[src/rtl/neopixel_rx.sv]
// WS2812 line decoder: classifies high-pulse widths into bits, assembles 24-bit
// pixels onto a pixel_memory-style write port and flags the latch gap as end of frame.
module neopixel_rx #(
   parameter int unsigned N_PIXELS     = 256,
   parameter int unsigned ADDR_W       = 8,
   parameter int unsigned T_HIGH_MIN   = 5,
   parameter int unsigned T_BIT_THRESH = 30,
   parameter int unsigned T_HIGH_MAX   = 60,
   parameter int unsigned T_RESET_LOW  = 2500
) (
   input  logic              i_clk,
   input  logic              i_reset,
   input  logic              i_din,
   input  logic              i_err_clr,
   output logic [ADDR_W-1:0] o_wr_addr,
   output logic              o_wr_en,
   output logic [23:0]       o_wr_data,
   output logic              o_frame_done,
   output logic [ADDR_W:0]   o_pixel_count,
   output logic              o_busy,
   output logic              o_err,
   output logic              o_ovf
);

   localparam int unsigned CNT_W = $clog2(T_RESET_LOW + 1);
   localparam logic [CNT_W-1:0] L_ONE      = CNT_W'(1);
   localparam logic [CNT_W-1:0] L_HMIN     = CNT_W'(T_HIGH_MIN);
   localparam logic [CNT_W-1:0] L_THRESH   = CNT_W'(T_BIT_THRESH);
   localparam logic [CNT_W-1:0] L_HMAX     = CNT_W'(T_HIGH_MAX);
   localparam logic [CNT_W-1:0] L_RST_LAST = CNT_W'(T_RESET_LOW - 1);
   localparam logic [ADDR_W:0]  L_NPIX     = (ADDR_W + 1)'(N_PIXELS);

   typedef enum logic [1:0] {S_SYNC, S_IDLE, S_HIGH, S_LOW} state_t;

   state_t            r_state, w_state_next;
   logic              r_din_s1, r_din_s2, r_din_prev;
   logic [CNT_W-1:0]  r_cnt, w_cnt_next;
   logic [23:0]       r_shift;
   logic [4:0]        r_bitcnt;
   logic [ADDR_W:0]   r_index;
   logic              r_wr_en, r_frame_done, r_busy, r_err, r_ovf;
   logic [ADDR_W-1:0] r_wr_addr;
   logic [23:0]       r_wr_data;
   logic [ADDR_W:0]   r_pixel_count;

   logic w_rise, w_fall, w_bit_done, w_bit_val, w_latch, w_timing_err;
   logic [23:0] w_shift_next;

   assign w_rise       = r_din_s2 & ~r_din_prev;
   assign w_fall       = ~r_din_s2 & r_din_prev;
   assign w_shift_next = {r_shift[22:0], w_bit_val};

   always_ff @(posedge i_clk or posedge i_reset) begin
      if (i_reset) begin
         r_din_s1   <= 1'b0;
         r_din_s2   <= 1'b0;
         r_din_prev <= 1'b0;
         r_state    <= S_SYNC;
         r_cnt      <= '0;
      end else begin
         r_din_s1   <= i_din;
         r_din_s2   <= r_din_s1;
         r_din_prev <= r_din_s2;
         r_state    <= w_state_next;
         r_cnt      <= w_cnt_next;
      end
   end

   always_comb begin
      w_state_next = r_state;
      w_cnt_next   = r_cnt;
      w_bit_done   = 1'b0;
      w_bit_val    = 1'b0;
      w_latch      = 1'b0;
      w_timing_err = 1'b0;
      case (r_state)
         S_SYNC: begin
            if (r_din_s2) begin
               w_cnt_next = '0;
            end else if (r_cnt >= L_RST_LAST) begin
               w_state_next = S_IDLE;
               w_cnt_next   = '0;
            end else begin
               w_cnt_next = r_cnt + L_ONE;
            end
         end
         S_IDLE: begin
            if (w_rise) begin
               w_state_next = S_HIGH;
               w_cnt_next   = L_ONE;
            end
         end
         S_HIGH: begin
            if (w_fall) begin
               if (r_cnt < L_HMIN) begin
                  w_timing_err = 1'b1;
                  w_state_next = S_SYNC;
                  w_cnt_next   = '0;
               end else begin
                  w_bit_done   = 1'b1;
                  w_bit_val    = (r_cnt >= L_THRESH);
                  w_state_next = S_LOW;
                  w_cnt_next   = L_ONE;
               end
            end else if (r_cnt >= L_HMAX) begin
               // this cycle would be high-count T_HIGH_MAX+1: too long
               w_timing_err = 1'b1;
               w_state_next = S_SYNC;
               w_cnt_next   = '0;
            end else begin
               w_cnt_next = r_cnt + L_ONE;
            end
         end
         S_LOW: begin
            if (w_rise) begin
               w_state_next = S_HIGH;
               w_cnt_next   = L_ONE;
            end else if (r_cnt >= L_RST_LAST) begin
               w_latch      = 1'b1;
               w_state_next = S_IDLE;
               w_cnt_next   = '0;
            end else begin
               w_cnt_next = r_cnt + L_ONE;
            end
         end
         default: begin
            w_state_next = S_SYNC;
            w_cnt_next   = '0;
         end
      endcase
   end

   always_ff @(posedge i_clk or posedge i_reset) begin
      if (i_reset) begin
         r_shift       <= '0;
         r_bitcnt      <= '0;
         r_index       <= '0;
         r_wr_en       <= 1'b0;
         r_wr_addr     <= '0;
         r_wr_data     <= '0;
         r_frame_done  <= 1'b0;
         r_pixel_count <= '0;
         r_busy        <= 1'b0;
         r_err         <= 1'b0;
         r_ovf         <= 1'b0;
      end else begin
         r_wr_en      <= 1'b0;
         r_frame_done <= 1'b0;
         // clear first so a coincident error event below wins
         if (i_err_clr) begin
            r_err <= 1'b0;
            r_ovf <= 1'b0;
         end
         if (r_state == S_IDLE && w_rise) begin
            r_busy <= 1'b1;
         end
         if (w_timing_err) begin
            r_err    <= 1'b1;
            r_busy   <= 1'b0;
            r_shift  <= '0;
            r_bitcnt <= '0;
            r_index  <= '0;
         end
         if (w_bit_done) begin
            r_shift <= w_shift_next;
            if (r_bitcnt == 5'd23) begin
               r_bitcnt <= '0;
               if (r_index == L_NPIX) begin
                  r_ovf <= 1'b1;
               end else begin
                  r_wr_en   <= 1'b1;
                  r_wr_data <= w_shift_next;
                  r_wr_addr <= r_index[ADDR_W-1:0];
                  r_index   <= r_index + 1'b1;
               end
            end else begin
               r_bitcnt <= r_bitcnt + 5'd1;
            end
         end
         if (w_latch) begin
            r_frame_done  <= 1'b1;
            r_pixel_count <= r_index;
            r_busy        <= 1'b0;
            r_index       <= '0;
            r_bitcnt      <= '0;
            if (r_bitcnt != 5'd0) begin
               r_err <= 1'b1;
            end
         end
      end
   end

   assign o_wr_addr     = r_wr_addr;
   assign o_wr_en       = r_wr_en;
   assign o_wr_data     = r_wr_data;
   assign o_frame_done  = r_frame_done;
   assign o_pixel_count = r_pixel_count;
   assign o_busy        = r_busy;
   assign o_err         = r_err;
   assign o_ovf         = r_ovf;

endmodule

[config.mk]
export PLATFORM = sky130hd
export DESIGN_NAME = neopixel_rx
export DESIGN_NICKNAME = d
export VERILOG_FILES = /design/src/rtl/neopixel_rx.sv
export SDC_FILE = /design/constraint.sdc
export NUM_CORES = 1
export LEC_CHECK = 0
export CAP_MARGIN = 40
export CORE_AREA = 2 2 102 104
export CTS_CLUSTER_DIAMETER = 100
export DETAILED_ROUTE_END_ITERATION = 10
export DIE_AREA = 0 0 104 106
export PLACE_DENSITY = 0.78
export SLEW_MARGIN = 0
export SYNTH_ARGS = -nofsm -noshare
export SYNTH_HDL_FRONTEND = slang
export SYNTH_SLANG_ARGS = --single-unit
[constraint.sdc]
create_clock -name i_clk -period 3 [get_ports i_clk]
set_input_delay 0.45 -clock i_clk [delete_from_list [all_inputs] [get_ports i_clk]]
set_output_delay 0.45 -clock i_clk [all_outputs]
set_load 0.01 [all_outputs]
Figure 1. Clock network drawn from the DEF (run 1).
Scale bar: 20 µm.
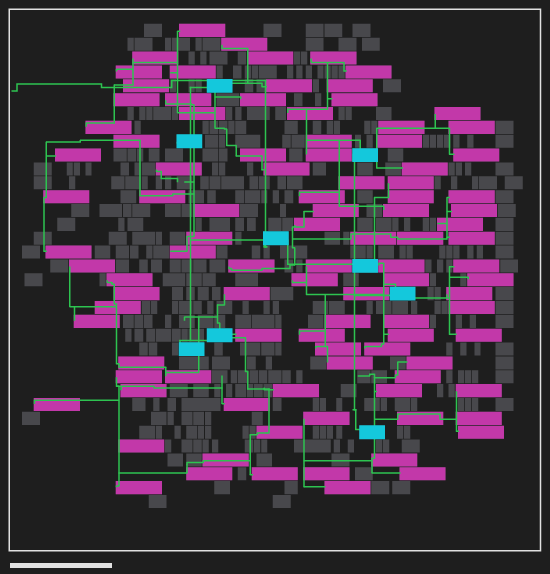
Key: cells driving clock nets = cyan [count 9]; flip-flops = magenta [count 100]; clock wires = green [length 1,120 µm]
Position of the flops: all over the die.
Clk network pwr share: 0.356
clk pwr: 0.784 mW
Clock Latency Late Sink: 0.37 ns

Figure 2. Metal 2 (run 1).
Cells faint in the background.
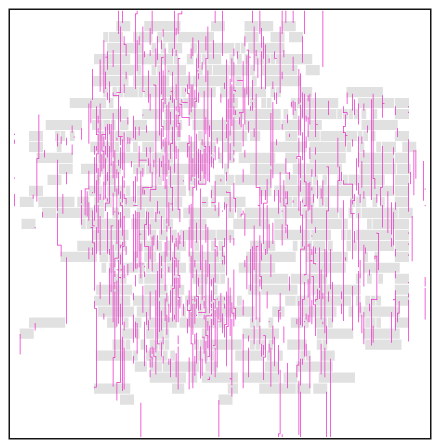
391 nets have wire on it. The wires run mostly vertical. The layer carries 4,190 µm of wire. The layer holds 47% of the routed length.
vias: 3,245
Routed WL: 8940 µm
met2 GRT Util: 0.268

Figure 3. Routing congestion map (run 1).
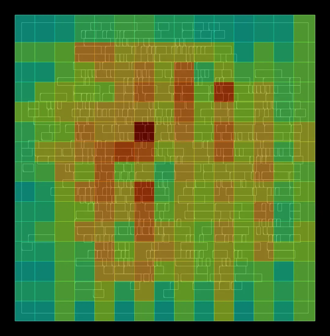
met1 Usage GRT: 0.235
most used routing layer: met2
Layout Utilization: 0.514
wire per inst: 14.5 µm

==> deck_impl_summary.md, run 1 <==
Implementation Results

Outcome
  – Outcome: finished, final reports clean

STA
  – F_max: 0.404 GHz
  – Setup WS post-layout: between 0.5 and 0.6 ns
  – Period utilization: 0.826
  – Final min period: around 2.5 ns

Clock tree
  – Gates resized, CTS repair: 0
  – TritonCTS clock tree: built
  – Root Buffer Master: clkbuf_8

Layout
  – N_diodes: 0

Pwr
  – Max IR drop VDD: ~0.2 mV

Yosys
  – MUX share of area: 0.00229
  – Post-synth top flop: dfrtp_1
  – Syn Inst Count: approximately 430
  – Synth logic family: simple AND/OR/NAND/NOR gates

Setup path
  – CP arrival: 2.74 ns
  – Worst Path Buf+Inv: 1

Floorplan
  – # rows: 37
  – Core Util at FP: 0.437

Route
  – DR top layer: met4
  – Met3 Wirelength: around 460 µm
  – Remaining DRCs: 0

Global routing
  – Initial antenna violation count: 0
-- run 1: stage by stage --
stage | total power [mW] | utilization
after global routing | 2.29 | 0.514
final | 2.20 | 0.514
after CTS | 2.23 | 0.514
after floorplan | 1.43 | -
after global placement | 1.44 | 0.495
after detailed placement | 1.45 | 0.496
-- run 1: report_power, final --
group          internal (mW)  total (mW)  switching [mW]  leakage (nW)
combinational         0.0175      0.0600          0.0425         0.917
sequential              1.35        1.36         0.00671          1.39
clock                  0.310       0.784           0.474        0.0872
total                   1.68        2.20           0.524          2.39
-- run 1: cell type report --
class / instances / area [µm²]
Tap cell: 136 / 170
Inverter: 18 / 71.3
Fill cell: 928 / 4860
Clock inverter: 6 / 47.5
Multi-Input combinational cell: 293 / 1670
Sequential cell: 100 / 2500
Clock buffer: 10 / 128
Timing Repair Buffer: 54 / 548
==> inputs of run 2 (changes only) <==
- clock period: 3 -> 2.25 ns (I/O delays scaled with it)
==> deck_impl_summary.md, run 2 <==
Implementation Results

Layout
  – Comb area: 1690 µm² (+0.90%)
  – Clk tree area frac: 0.0357 (+0.00160)
  – Bufs w/o clock: 73 (+35%)
  – Largest contributor to cell area by class: sequential cells
  – Comb gates: 293 (unchanged)
  – N_diodes: 0 (unchanged)
  – Non-clk buf share: 0.133 (+0.0262)
  – Clock buffer cells: 10 (unchanged)

Outcome
  – Outcome: finished, final reports clean

Floorplan
  – Core Util at FP: 0.437 (unchanged)
  – # rows: 37 (unchanged)
  – Tapcell count: 136 (unchanged)

Setup path
  – Worst Path Buf+Inv: 2 (+1)

Pwr
  – Switch Pwr: 0.696 mW (+33%)
  – Clk network pwr share: 0.377 (+0.021)
  – Internal power: 2.34 mW (+40%)
  – Tot Pwr: 3.04 mW (+38%)
  – Max IR drop VDD: 0.273 mV (+41%)

Route
  – Remaining DRCs: 0 (unchanged)
  – DR top layer: met4
  – Met3 Wirelength: 365 µm (-20%)

Clock tree
  – Root Buffer Master: clkbuf_8
  – Clock Latency Late Sink: 0.37 ns (about the same)

Yosys
  – Synth logic family: simple AND/OR/NAND/NOR gates

Global routing
  – Met2 GRT Util: 0.278 (+0.00940)
run 2: power groups by stage:
stage / sequential (mW) / clock, mW / combinational, mW
floorplan: 1.85 / 0 / 0.0547
global placement: 1.85 / 0 / 0.0831
detailed placement: 1.85 / 0 / 0.0860
CTS: 1.81 / 1.16 / 0.0866
global route: 1.81 / 1.23 / 0.0973
finish: 1.81 / 1.15 / 0.0829
run 2: through the flow:
step	worst slack, ns	area, µm²	std cells	hold WS (ns)	utilization
2_1_floorplan	0.315	4380	429	0.331	-
3_3_place_gp	0.105	5110	618	0.340	0.511
3_5_place_dp	0.0614	5110	618	0.341	0.511
4_1_cts	0.0165	5300	634	0.352	0.530
5_1_grt	-0.00288	5330	636	0.367	0.533
6_report	0.107	5330	636	0.330	0.533
Figure 4. Routed metal, one colour a layer (run 2).
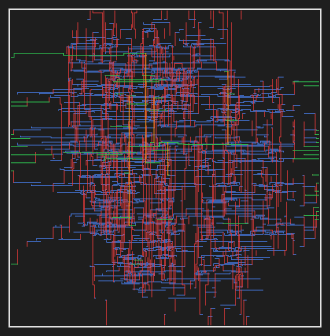
Key: met3 = green [wire length 365 µm]; met2 = red [wire length 4,280 µm]; met4 = orange [wire length 131 µm]; met1 = blue [wire length 4,290 µm]
Routed WL: 9070 µm
wire per inst: 14.3 µm
vias: 3,342
GRT Total Usage: 0.174

Figure 5. M3 wires (run 2).
Scale bar: 20 µm. Cells faint in the background.
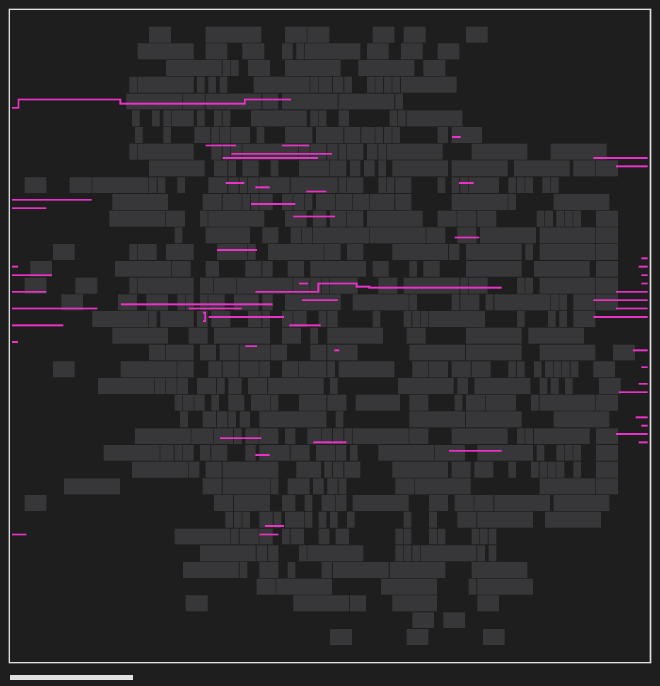
The layer holds 4.0% of the routed length. The longest straight run is 24.4 µm. The layer carries 365 µm of wire. The wires run mostly horizontal. 46 nets have wire on it.
Global Route met3 Usage: 0.0313

==> inputs of run 3 (changes only) <==
- ABC_AREA: not set -> 1
- CORE_AREA: 2 2 102 104 -> 2 2 106 108
- DIE_AREA: 0 0 104 106 -> 0 0 108 110
- PLACE_DENSITY: 0.78 -> 0.77
- SETUP_SLACK_MARGIN: not set -> 0.05
==> deck_impl_summary.md, run 3 <==
Implementation Results

Placement
  – Cells after DPL: 682 (+10%)
  – DP Worst Slack: 0.305 ns (+0.243 ns)
  – Area after DPL: 5340 µm² (+4.5%)

Floorplan
  – Core Util at FP: 0.438 (+0.000925)
  – # rows: 38 (+2.7%)
  – Tapcell count: 140 (+2.9%)

Route
  – Vias: 3,448 (+3.2%)
  – Routed WL: 9190 µm (+1.3%)
  – Met3 Wirelength: 313 µm (-14%)
  – Remaining DRCs: 0 (unchanged)
  – DR top layer: met4

Layout
  – N_diodes: 0 (unchanged)
  – Design area: 5530 µm² (+3.8%)
  – Clock buffer cells: 9 (-1)
  – Largest contributor to cell area by class: sequential cells
  – Post-route insts no fill: 698 (+9.7%)
  – Comb gates: 317 (+8.2%)
  – Clk tree area frac: 0.0346 (-0.00107)
  – Layout Utilization: 0.517 (-0.0160)
  – Non-clk buf share: 0.111 (-0.0220)
  – Bufs w/o clock: 57 (-22%)

Pwr
  – Switch Pwr: 0.764 mW (+9.7%)
  – Internal power: 2.26 mW (-3.5%)
  – Tot Pwr: 3.03 mW (-0.47%)

Clock tree
  – Clock Latency Late Sink: 0.38 ns (about the same)
  – Root Buffer Master: clkbuf_8

STA
  – Setup WS post-layout: 0.267 ns (+0.160 ns)
  – Hold Slack: 0.355 ns (+0.0250 ns)

Yosys
  – Synth logic family: simple AND/OR/NAND/NOR gates

Global routing
  – Global Route met3 Usage: 0.0341 (+0.00283)

Setup path
  – Worst Path Buf+Inv: 2 (unchanged)

Outcome
  – Outcome: finished, final reports clean
run 3: netlist changes by cell type in the layout (fill, tap and decap cells not counted), moves of 5 or more:
cell	previous run	this run
xor2_1	2	8
nand2_1	124	112
nand3_1	10	18
inv_2	4	9
inv_1	13	58
buf_4	21	3
a22o_1	27	0
o21ai_2	1	30
nor2_1	19	30
o21ai_1	2	14
o22ai_1	2	22
nor2_2	0	17
run 3: power by group through the flow:
stage               sequential [mW]  clock, mW  combinational, mW
floorplan                      1.84          0             0.0648
global placement               1.85          0             0.0980
detailed placement             1.85          0              0.101
CTS                            1.81       1.15              0.101
global route                   1.81       1.21              0.114
finish                         1.81       1.12             0.0973
Figure 6. Routing congestion map (run 3).
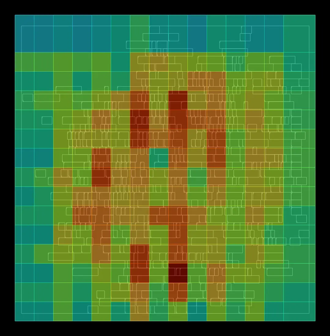
wire per inst: 13.2 µm
GRT Total Usage: 0.170
met2 GRT Util: 0.296

Figure 7. Clock network drawn from the DEF (run 3).
Scale bar: 20 µm.
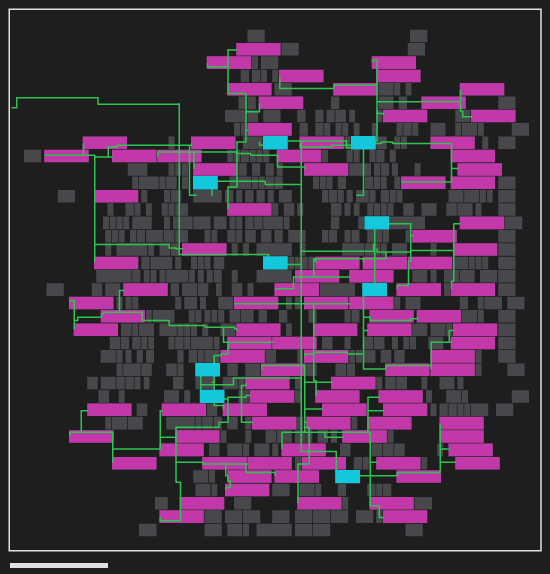
Key: clock wires = green [length 1,160 µm]; cells driving clock nets = cyan [count 9]; flip-flops = magenta [count 100]
Position of the flops: all over the die. There are 10 routed clock nets.
clk pwr: 1.12 mW
Clk network pwr share: 0.370

No activity file was given, so power comes from the tool's default toggle rates.
